===== config.mk =====
export PLATFORM = sky130hd
export DESIGN_NAME = perceptron_predict
export DESIGN_NICKNAME = d
export VERILOG_FILES = /design/src/rtl/perceptron_predict.sv
export SDC_FILE = /design/constraint.sdc
export NUM_CORES = 2
export LEC_CHECK = 0
export CAP_MARGIN = 10
export CORE_MARGIN = 2
export CORE_UTILIZATION = 34
export CTS_CLUSTER_DIAMETER = 150
export DETAILED_ROUTE_END_ITERATION = 8
export GPL_TIMING_DRIVEN = 0
export SYNTH_ARGS = -nofsm -noshare
export SYNTH_HDL_FRONTEND = slang
export SYNTH_SLANG_ARGS = --single-unit

===== constraint.sdc =====
create_clock -name clk -period 9.2 [get_ports clk]
set_clock_uncertainty 0.1 [all_clocks]
set_input_delay 1.38 -clock clk [delete_from_list [all_inputs] [get_ports clk]]
set_output_delay 1.38 -clock clk [all_outputs]
set_load 0.005 [all_outputs]

===== src/rtl/perceptron_predict.sv =====
// perceptron_predict
//   Lookup side of a BST/perceptron branch predictor. Owns the entry table
//   (2-bit status, 2-bit bias, GHR_LEN 3-bit weights per entry) and the
//   speculative global history register. A lookup takes two cycles:
//   S1 registers the table read and S2 registers the sum and the direction.
//   The prediction snapshot (old entry, GHR, |sum|) goes to EX, where the
//   update path writes the entry back through the wr_* port.
//
// Ports
//   clk, rst          clock; synchronous active-high reset
//   req_valid, req_pc lookup request (index = req_pc[IDX_W+2:3])
//   stall             freeze S1, S2, outputs and the speculative GHR shift
//   flush             invalidate S1 and S2; a request in the same cycle is dropped
//   ghr_restore_en,   load GHR with corrected history (wins over the shift)
//   ghr_restore
//   wr_en, wr_pc,     entry write from the update path
//   wr_status, wr_bias, wr_weight
//   ready             low while the table is being cleared after reset
//   pred_*            prediction result, valid while pred_valid is high
//
// Handshake: a request is taken in any cycle where req_valid && ready &&
// !stall && !flush. Its result shows up two clock edges later with
// pred_valid high. If stall is high in that cycle, the result stays on the
// outputs until the first cycle in which stall is low. That unstalled cycle
// is the one in which the prediction counts as delivered. There is no
// backpressure beyond stall.
//
// Weight k (0-based) sits at wr_weight[3k+2:3k] and pairs with ghr[k].
// ghr[0] holds the newest outcome.

module perceptron_predict #(
    parameter int IDX_W   = 6,
    parameter int GHR_LEN = 16
) (
    input  logic                   clk,
    input  logic                   rst,
    input  logic                   req_valid,
    input  logic [31:0]            req_pc,
    input  logic                   stall,
    input  logic                   flush,
    input  logic                   ghr_restore_en,
    input  logic [GHR_LEN-1:0]     ghr_restore,
    input  logic                   wr_en,
    input  logic [31:0]            wr_pc,
    input  logic [1:0]             wr_status,
    input  logic [1:0]             wr_bias,
    input  logic [3*GHR_LEN-1:0]   wr_weight,
    output logic                   ready,
    output logic                   pred_valid,
    output logic                   pred_taken,
    output logic [1:0]             pred_status,
    output logic [1:0]             pred_bias,
    output logic [3*GHR_LEN-1:0]   pred_weight,
    output logic [GHR_LEN-1:0]     pred_ghr,
    output logic [8:0]             pred_total_abs
);

    localparam int ENTRIES = 2 ** IDX_W;
    localparam int WW      = 3 * GHR_LEN;
    localparam int EW      = 4 + WW;

    typedef enum logic {
        ST_INIT,
        ST_RUN
    } state_t;

    state_t             state_q;
    state_t             state_d;
    logic [IDX_W-1:0]   sweep;
    logic               run;

    logic [EW-1:0]      mem [ENTRIES];

    logic [IDX_W-1:0]   req_idx;
    logic [IDX_W-1:0]   wr_idx;
    logic [EW-1:0]      wr_data;
    logic [EW-1:0]      rd_data;
    logic               accept;

    logic               s1_valid;
    logic [EW-1:0]      s1_entry;
    logic [1:0]         s1_status;
    logic [1:0]         s1_bias;
    logic [WW-1:0]      s1_weight;

    logic               s2_valid;
    logic               s2_taken;
    logic [1:0]         s2_status;
    logic [1:0]         s2_bias;
    logic [WW-1:0]      s2_weight;
    logic [GHR_LEN-1:0] s2_ghr;
    logic [8:0]         s2_abs;

    logic [GHR_LEN-1:0] ghr;
    logic [GHR_LEN-1:0] ghr_next;
    logic               shift_en;

    logic signed [8:0]  sum_c;
    logic               taken_c;
    logic [8:0]         abs_c;

    logic               unused;

    // Each weight is sign-extended to 4 bits before negation, so -(-4)
    // becomes +4 without wrapping.
    function automatic logic signed [8:0] calc_sum(
        input logic [1:0]         bias,
        input logic [WW-1:0]      w,
        input logic [GHR_LEN-1:0] g
    );
        logic signed [8:0] acc;
        logic signed [3:0] w4;
        logic signed [3:0] t;
        acc = {{7{bias[1]}}, bias};
        for (int k = 0; k < GHR_LEN; k++) begin
            w4  = {w[3*k+2], w[3*k +: 3]};
            t   = g[k] ? w4 : -w4;
            acc = acc + {{5{t[3]}}, t};
        end
        return acc;
    endfunction

    // ---------------- INIT/RUN state machine ----------------
    always_ff @(posedge clk) begin
        if (rst) begin
            state_q <= ST_INIT;
            sweep   <= '0;
        end else begin
            state_q <= state_d;
            if (state_q == ST_INIT) begin
                sweep <= sweep + 1'b1;
            end
        end
    end

    always_comb begin
        state_d = state_q;
        case (state_q)
            ST_INIT: if (&sweep) state_d = ST_RUN;
            ST_RUN:  state_d = ST_RUN;
            default: state_d = ST_INIT;
        endcase
    end

    assign run   = (state_q == ST_RUN);
    assign ready = run;

    // ---------------- entry table ----------------
    assign req_idx = req_pc[IDX_W+2:3];
    assign wr_idx  = wr_pc[IDX_W+2:3];
    assign wr_data = {wr_status, wr_bias, wr_weight};

    // The clear sweep owns the write port while INIT runs.
    always_ff @(posedge clk) begin
        if (state_q == ST_INIT) begin
            mem[sweep] <= '0;
        end else if (wr_en) begin
            mem[wr_idx] <= wr_data;
        end
    end

    // A write to the same index in the same cycle is forwarded to the read.
    assign rd_data = (wr_en && run && (wr_idx == req_idx)) ? wr_data : mem[req_idx];
    assign accept  = req_valid && run && !stall && !flush;

    assign s1_status = s1_entry[EW-1:EW-2];
    assign s1_bias   = s1_entry[EW-3:EW-4];
    assign s1_weight = s1_entry[WW-1:0];

    // ---------------- speculative history ----------------
    // The shift happens at the end of the cycle in which a prediction is
    // delivered. S2 is loaded at that same edge, so the sum uses ghr_next.
    // That value is what the GHR register holds while the new prediction is
    // on the outputs.
    always_comb begin
        shift_en = s2_valid && !stall;
        ghr_next = ghr;
        if (ghr_restore_en) begin
            ghr_next = ghr_restore;
        end else if (shift_en) begin
            ghr_next = {ghr[GHR_LEN-2:0], s2_taken};
        end
    end

    always_ff @(posedge clk) begin
        if (rst) begin
            ghr <= '0;
        end else begin
            ghr <= ghr_next;
        end
    end

    // ---------------- sum and direction ----------------
    always_comb begin
        sum_c   = calc_sum(s1_bias, s1_weight, ghr_next);
        taken_c = 1'b0;
        case (s1_status)
            2'd1:    taken_c = 1'b1;
            2'd3:    taken_c = !sum_c[8];
            default: taken_c = 1'b0;
        endcase
        abs_c = sum_c[8] ? $unsigned(-sum_c) : $unsigned(sum_c);
    end

    // ---------------- pipeline registers ----------------
    always_ff @(posedge clk) begin
        if (rst) begin
            s1_valid  <= 1'b0;
            s1_entry  <= '0;
            s2_valid  <= 1'b0;
            s2_taken  <= 1'b0;
            s2_status <= '0;
            s2_bias   <= '0;
            s2_weight <= '0;
            s2_ghr    <= '0;
            s2_abs    <= '0;
        end else if (flush) begin
            s1_valid <= 1'b0;
            s2_valid <= 1'b0;
        end else if (!stall) begin
            s1_valid <= accept;
            if (accept) begin
                s1_entry <= rd_data;
            end
            s2_valid <= s1_valid;
            if (s1_valid) begin
                s2_taken  <= taken_c;
                s2_status <= s1_status;
                s2_bias   <= s1_bias;
                s2_weight <= s1_weight;
                s2_ghr    <= ghr_next;
                s2_abs    <= abs_c;
            end
        end
    end

    assign pred_valid     = s2_valid;
    assign pred_taken     = s2_taken;
    assign pred_status    = s2_status;
    assign pred_bias      = s2_bias;
    assign pred_weight    = s2_weight;
    assign pred_ghr       = s2_ghr;
    assign pred_total_abs = s2_abs;

    // PC bits outside the index field do not take part in the lookup.
    assign unused = ^{req_pc[31:IDX_W+3], req_pc[2:0], wr_pc[31:IDX_W+3], wr_pc[2:0]};

endmodule

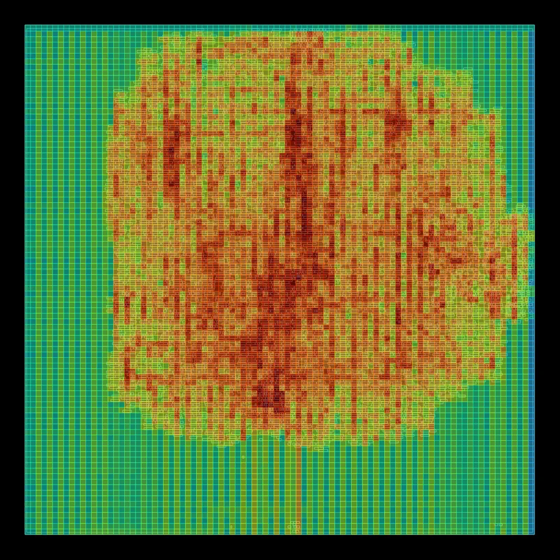
(routing congestion)
Total GRT Usage: 21.54%
layer with the highest usage: met2
met3 Use GR: 4.796%
Core Util, Final: 40.65%

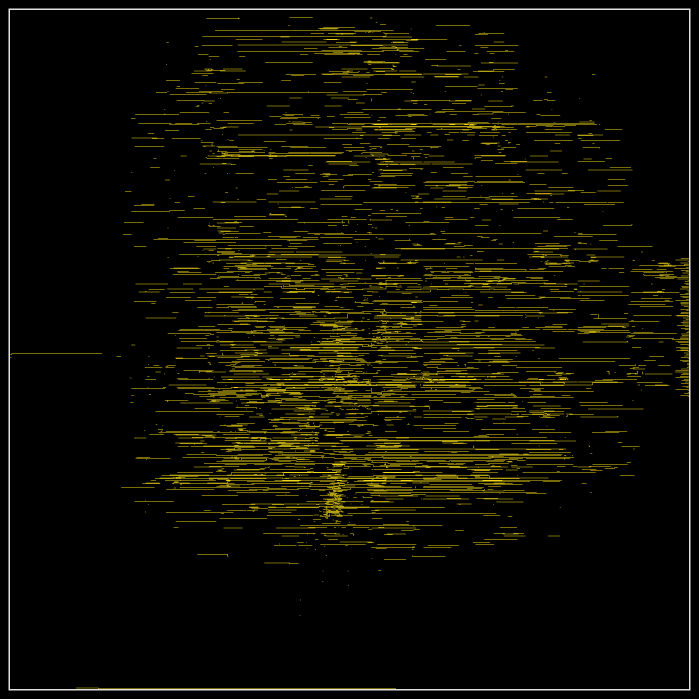
(the metal 3 layer)
longest straight run: 278 µm
share of all routed wire: 11%
nets with wire on the layer: 1124
main direction: horizontal
wire length on this layer: 47.3 mm

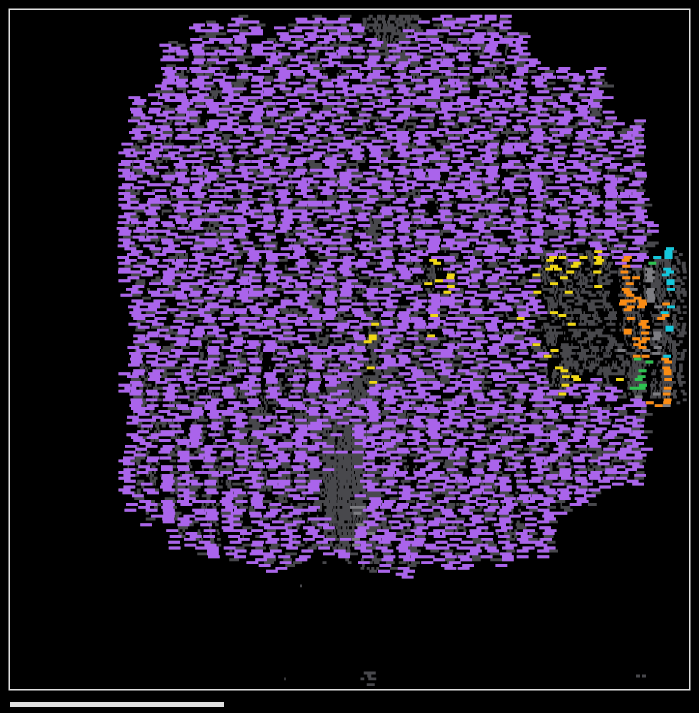
(sequential cells grouped by signal name)
The bar under the picture is 200 µm long. Other sequential cells in the stronger grey, the rest of the logic in the fainter grey.
| colour | netlist name | sequential cells |
|---|---|---|
| cyan | pred_ghr | 16 |
| purple | mem | 3328 |
| orange | pred_weight | 48 |
| yellow | s1_entry | 52 |
| green | pred_total_abs | 9 |

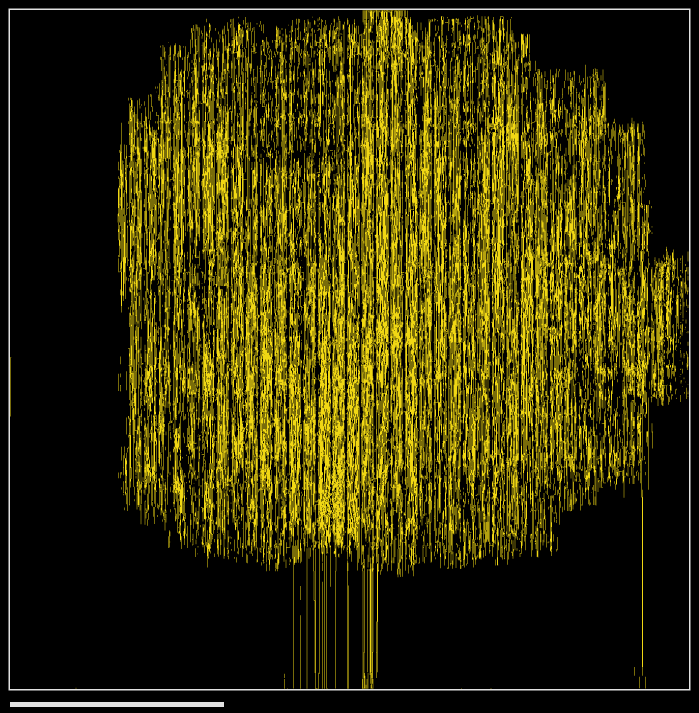
(signal wires on met2)
The bar under the picture is 200 µm long.
nets with wire on the layer: 6821
share of all routed wire: 47%
vias after detailed routing: 74290
Detailed Route WL: 445.9 mm
met2 Use GR: 34.66%

==> reports/qor.yml <==
timing:
  maxSlewViolCount: 0
  tns_ns: 0
  period_minus_slack_ns: 8.806
  finalHoldViolations: 0
  slew_headroom_pct: 9.822
  max_freq_mhz: 113.6
  tightest_slew_ns: 1.353
  rsz0062_at_grt: "no"
  post-route-period-util_pct: 95.71
  setup_violations: 0
  fin_ws_ns: 0.3943
floorplan:
  die_w_um: 635.5
  die_h_um: 635.5
  tapCellCount: 5242
  ioPinCount: 219
  row_count: 231
  dieArea_um2: 403900
  core_um2: 396500
  initCoreUtil_pct: 34.20
synthesis:
  yosysMostFrequentCell: "edfxtp_1"
  postSynthAreaPerCell_um2: 20.59
  synth_cells: 6585
  ys_seq_share_pct: 75.98
  top_area_share_pct: 73.70
  yosys.area.top_type: "edfxtp_1"
  ys_async_sr_fraction_pct: 0
  synth.distinct_cells: 64
  ys.flop_type: "edfxtp_1"
  area_leaders: "edfxtp_1 (74%), mux4_2 (13%), dfxtp_1 (2.3%)"
  yosys_warnings: 0
  syn-cell-area_um2: 135600
  edf_count: 3328
  ys_cells: 6585
  yosys-top-cells-count: "edfxtp_1 (3328), mux4_2 (778), a21oi_1 (354)"
  fp_nets: 6827
  yosys-stat-area_um2: 135600
  ys.flops: 3483
detailed_routing:
  drc_errors: 0
  dr.pass1.iters: 6
  drt-initial-drc-count: 10960
  dr_wl_met3_mm: 47.35
  viasPerCell: 5.749
  drtAntennaViolNets: 0
  routedWlPerCell_um: 34.50
  wl_met1_mm: 164.6
  met2_length_mm: 209.8
  highest_layer: "met5"
pwr:
  p_per_area_nw_per_um2: 205.1
  leakage_nw: 54.89
  peakVddDrop_uv: 158.9
  power.total_mw: 33.06
place:
  hpwl_mm: 316.0
  portBuffers: 161
  place_area_um2: 149500
  post-place-ws_ns: -0.3032
  place_congestion: 0.8954
clock_network:
  clock_path_buffers: 4
  cts_root_buffer: "clkbuf_16"
  cts_made_buffers: 360
  clk_pin_slew_ns: 0.06
  cts_tree: "done"
  clk_latency_ns: 0.94
  cts_setup_buffers: 0
  h-tree-depth: 5
  clock_sinks: 3483
  cts_hold_buf: 0
  cts_resized: 0
grt:
  grt_pass1_wl_mm: 603.8
  antenna_found_initial: 42
  grt_pass1_vias: 72590
  overflow: 0
  grt_max_degree: 66
cells_and_area:
  flop_area_um2: 103000
  inverters: 119
  logic_area_um2: 30760
  flop-count: 3483
  num-nonclk-buffers: 803
  num_antenna_cells: 27
  clkCellAreaFrac_pct: 7.153
  fill_cells: 34610
  largest_register_ffs: 3328
  final_nets: 7602
  largest_cell_class: "flip-flops and latches"
  syn_to_final_growth_pct: 18.86
  comb_share_pct: 19.09
  nMultiInputCombCells: 2593
  seq_share_pct: 63.93
  postLayoutCellArea_um2: 161200
  largest-register: "mem"
  bufAreaShareNonClock_pct: 5.445
  clkbuf_count: 442
  drive_above_1_share_pct: 24.70
worst_setup_path:
  start_kind: "primary input"
  cp_max_fo: 10
  critPathRequiredTime_ns: 9.89
  critical_path.max_stage_delay_ns: 0.72
  cp_num_buf_inv: 7
  r2r-end: "pred_total_abs[4]"
  rrSetupSlack_ns: 1.13
  cp_common_cell: "fa_1"
  worst_r2r_startpoint: "pred_valid"
  crit_slowest_cell: "o21ai_1"
  cp_top_family: "adder cells"
  worstSetupPathType: "in2reg"
  reg2reg_depth: 25
  crit_start: "stall"
  cp-end-kind: "flip-flop"
  worstSetupEndpoint: "pred_total_abs[4]"
  path_depth: 26
  crit_arrival_ns: 9.50
run_status:
  status: "completed"
worst_hold_path:
  hp-class: "reg2reg"
  hp-start: "pred_ghr[9]"
  holdPathEnd: "pred_ghr[9]"
  hold_path_depth: 2
run:
  warnings: 79
  drv_cap: 0
-- cells in the final DEF (no fill, tap or decap), drive strengths merged, types with 5 or more instances in the layout --
master         instances
nand3                 28
diode                 27
clkdlybuf4s50        161
and2                   7
xnor2                 14
mux4                 778
bufinv                30
o21a                   5
clkbuf               619
mux2i                181
o22ai                 20
nor3                  16
edfxtp              3328
fa                    70
xor2                  16
o21bai                 7
o21ai                 49
buf                  465
a21oi                354
a31oi                 14
mux2                  18
and3                  57
clkinvlp              10
nor2b                 30
or3                   10
ha                    33
nor4                  48
a22oi                347
a221oi                 9
dfxtp                155
nor2                 141
clkinv               158
inv                  134
a211oi                15
nand2b                10
nand2                215
o221ai                 6
nand4                  5
o31ai                 51
-- power by group --
| group | switching [mW] | internal [mW] | leakage [nW] |
|---|---|---|---|
| sequential | 0.0207 | 17.2 | 35.5 |
| clock | 6.19 | 8.19 | 5.64 |
| combinational | 0.944 | 0.515 | 13.7 |
-- layer usage --
metal  GRT usage (%)  vias up
li1                -    28930
met1           27.84    39470
met2           34.66     4825
met3           4.796     1045
met4           10.02       20
met5               0        -
-- kinds of logic after synthesis --
family	Yosys count	synth area share [%]
XOR/XNOR	30	0.1938
buffers and inverters	509	1.801
flip-flops	3483	75.98
AND-OR/OR-AND	903	4.269
AND/OR/NAND/NOR	580	2.007
multiplexers	977	14.41
adder cells (fa/ha/maj)	103	1.338
-- per-stage QoR --
step / hold slack [ns] / instances
after global routing: 0.3833 / 12900
after floorplan: 0.3319 / 6585
final: 0.3593 / 12920
after detailed placement: 0.3543 / 12240
after global placement: 0.3505 / 11990
after CTS: 0.3618 / 12890
Power figures rest on the tool's default switching activity, not on a simulated workload.
